--- config.mk ---
export PLATFORM = sky130hd
export DESIGN_NAME = fifo_flex
export DESIGN_NICKNAME = d
export VERILOG_FILES = /design/src/rtl/fifo_flex.sv
export SDC_FILE = /design/constraint.sdc
export NUM_CORES = 1
export LEC_CHECK = 0
export ABC_AREA = 0
export CAP_MARGIN = 15
export CORE_MARGIN = 2
export CORE_UTILIZATION = 56
export CTS_BUF_LIST = sky130_fd_sc_hd__clkbuf_4
export CTS_CLUSTER_DIAMETER = 30
export DETAILED_ROUTE_END_ITERATION = 10
export PLACE_DENSITY = 0.79
export SETUP_SLACK_MARGIN = 0.3
export SLEW_MARGIN = 40
export SYNTH_ARGS = -nofsm -noshare
export SYNTH_HDL_FRONTEND = slang
export SYNTH_SLANG_ARGS = --single-unit
--- constraint.sdc ---
create_clock -name clk -period 2.35 [get_ports clk]
set_clock_uncertainty 0.1 [all_clocks]
set_input_delay 0.705 -clock clk [delete_from_list [all_inputs] [get_ports clk]]
set_output_delay 0.705 -clock clk [all_outputs]
set_load 0.03 [all_outputs]
--- src/rtl/fifo_flex.sv ---
// fifo_flex: parametrised synchronous FIFO with occupancy count, programmable
// almost-full/almost-empty flags, sticky overflow/underflow, synchronous flush
// and a selectable read mode (show-ahead, or registered read with r_valid).
module fifo_flex #(
  parameter int B         = 8,
  parameter int W         = 4,
  parameter int AF_THRESH = 2**W - 2,
  parameter int AE_THRESH = 1,
  parameter int FWFT      = 1
) (
  input  logic         clk,
  input  logic         reset,
  input  logic         flush,
  input  logic         wr,
  input  logic [B-1:0] w_data,
  input  logic         rd,
  output logic [B-1:0] r_data,
  output logic         r_valid,
  output logic         empty,
  output logic         full,
  output logic         almost_empty,
  output logic         almost_full,
  output logic [W:0]   count,
  output logic         overflow,
  output logic         underflow,
  input  logic         clr_err
);

  localparam int         DEPTH   = 2**W;
  localparam logic [W:0] DEPTH_C = (W+1)'(DEPTH);
  localparam logic [W:0] AF_C    = (W+1)'(AF_THRESH);
  localparam logic [W:0] AE_C    = (W+1)'(AE_THRESH);

  // Threshold sanity: both must lie inside the FIFO's occupancy range.
  if (AF_THRESH > DEPTH || AE_THRESH >= DEPTH) begin : g_bad_thresh
    $error("fifo_flex: AF_THRESH must be <= 2**W and AE_THRESH < 2**W");
  end

  logic [B-1:0] mem [DEPTH];
  logic [W-1:0] w_ptr;
  logic [W-1:0] r_ptr;
  logic [W:0]   cnt;
  logic         wr_acc;
  logic         rd_acc;

  // Flags come only from registered occupancy, never from rd/wr.
  assign empty        = (cnt == '0);
  assign full         = (cnt == DEPTH_C);
  assign almost_empty = (cnt <= AE_C);
  assign almost_full  = (cnt >= AF_C);
  assign count        = cnt;

  // A write into a full FIFO is still taken when a pop frees a slot on the same edge.
  assign rd_acc = rd & ~empty & ~flush;
  assign wr_acc = wr & (~full | rd_acc) & ~flush;

  // Storage write; contents are deliberately not reset.
  always_ff @(posedge clk) begin
    if (wr_acc) mem[w_ptr] <= w_data;
  end

  // Pointer and occupancy update; reset outranks flush.
  always_ff @(posedge clk) begin
    if (reset || flush) begin
      w_ptr <= '0;
      r_ptr <= '0;
      cnt   <= '0;
    end else begin
      if (wr_acc) w_ptr <= w_ptr + 1'b1;
      if (rd_acc) r_ptr <= r_ptr + 1'b1;
      case ({wr_acc, rd_acc})
        2'b10:   cnt <= cnt + 1'b1;
        2'b01:   cnt <= cnt - 1'b1;
        default: cnt <= cnt;
      endcase
    end
  end

  // Sticky error flags; clr_err wins over a same-cycle set, flush leaves them alone.
  always_ff @(posedge clk) begin
    if (reset || clr_err) begin
      overflow  <= 1'b0;
      underflow <= 1'b0;
    end else begin
      if (wr & full & ~rd_acc & ~flush) overflow  <= 1'b1;
      if (rd & empty & ~flush)          underflow <= 1'b1;
    end
  end

  if (FWFT != 0) begin : g_fwft
    // Head of queue is always on r_data; valid whenever something is stored.
    assign r_data  = mem[r_ptr];
    assign r_valid = ~empty;
  end else begin : g_reg
    logic [B-1:0] r_data_q;
    logic         r_valid_q;

    // Registered read: popped word appears one cycle after rd with a one-cycle strobe.
    always_ff @(posedge clk) begin
      if (reset) begin
        r_data_q  <= '0;
        r_valid_q <= 1'b0;
      end else begin
        r_valid_q <= rd_acc;
        if (rd_acc) r_data_q <= mem[r_ptr];
      end
    end

    assign r_data  = r_data_q;
    assign r_valid = r_valid_q;
  end

endmodule

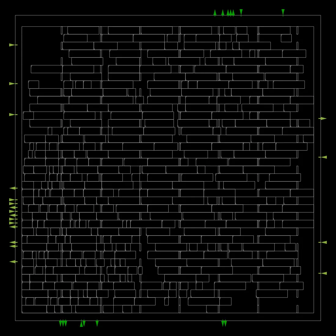
(images/placed.png)
TAP cells: 136
Filler Cells Inserted: 544
Util after Layout: 76.4%
core region area: 10300 um2
Finished Layout Cells: 573

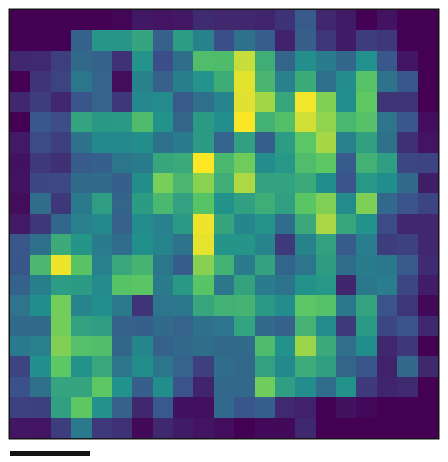
(images/route_heat.png)
The bar under the picture is 20 um long. The die is cut into 21 by 21 equal tiles; dark purple is low, yellow is high, scaled to the fullest tile. Values are wire area over tile area, all layers added.
fullest tile: 0.47
tiles over half the peak: 32%
nearly empty tiles: 7.3%

==> qor.yml <==
run_status:
  outcome: "finished with violations"
  violations: "negative setup slack"
routing:
  antenna_left: 0
  wl_met1_um: 5080
  vias: 3287
finish:
  largest_reg_flops: 128
  largest_register: "mem"
  ff_count: 147
  seq_area_share_pct: 53.8
  area_growth_pct: 32.0
  drive_gt1_share_pct: 50.3
  diodes: 0
  signal_buffers: 98
  final_net_count: 449
  comb.multi_input.count: 152
  nNonClkInverters: 8
  nonClkBufAreaFrac_pct: 15.4
grt:
  globalRouteMet3Util_pct: 5.57
  grt.total_usage_pct: 23.8
  grt_overflow: 0
  use_met2_pct: 40.0
  use_met1_pct: 31.5
  grt_max_degree: 33
placement:
  place_ws_ps: -455
  gp_congestion: 0.731
  dpl.hpwl_um: 7680
floorplan:
  die_area_um2: 11500
  floorplan.core_util_pct: 57.9
  chipWidth_um: 107
  dieHeight_um: 107
hold_path:
  min_path_type: "flip-flop to flip-flop"
clocking:
  ctsResizeCount: 142
  htree_levels: 4
  cts_hold_buf: 0
  tritoncts: "done"
  cts-root-buf: "clkbuf_4"
  cts.sinks: 147
critical_path:
  r2r-start: "count[0]"
  cp.required_ps: 1540
  r2r-end: "count[3]"
  crit_type: "flip-flop to primary output"
  rr_worst_depth: 12
synth:
  synth-xor-area-share_pct: 1.47
  syn_nets: 349
  synth_area_um2: 5980
  yosysWarnings: 0
  compound_area_share_pct: 3.56
  syn_area_per_cell_um2: 18.5
  ys_cells: 324
  synthArstFlopShare_pct: 0
job:
  log.warning_count: 36
sta:
  worst_slew_pin_slew_ps: 617
  fin_setup_tns_ps: -4600
  setup_viol: 13
  setup_ws_ps: -583
  final-hold-violation-count: 0
power:
  clockPowerShare_pct: 34.9
  p_comb_mw: 0.297
  netSwitchingFraction_pct: 22.3
  design_power_total_mw: 4.83
  p_int_mw: 3.75
  power_leader: "sequential cells"
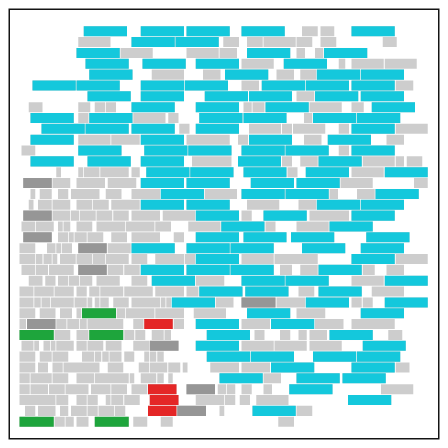
(images/ff_map.png)
[`r_ptr`] red | flops: 4
[`mem`] cyan | flops: 128 | where: spread over the die
[`count`] green | flops: 5 | where: bottom left
not coloured: 10

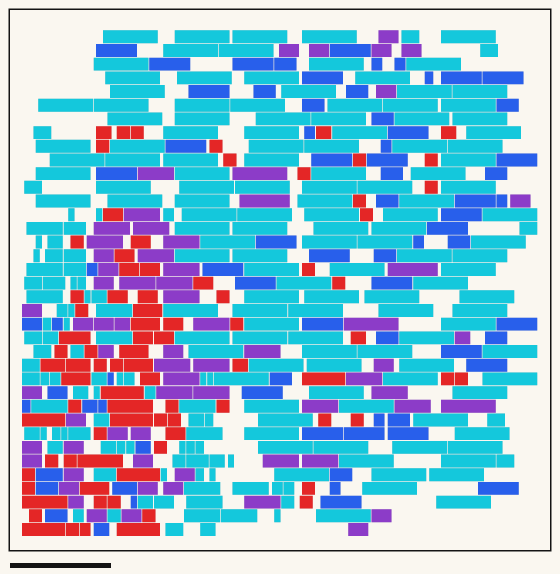
(images/sizing.png)
The bar under the picture is 20 um long.
[x2] blue | cells: 72 | most used: mux4_2
[x1 and smaller] cyan | cells: 217 | most used: edfxtp_1
[x6 and larger] purple | cells: 66 | most used: buf_6
[x3 and x4] red | cells: 82 | most used: buf_4

Power is estimated from default activity; no workload was simulated.
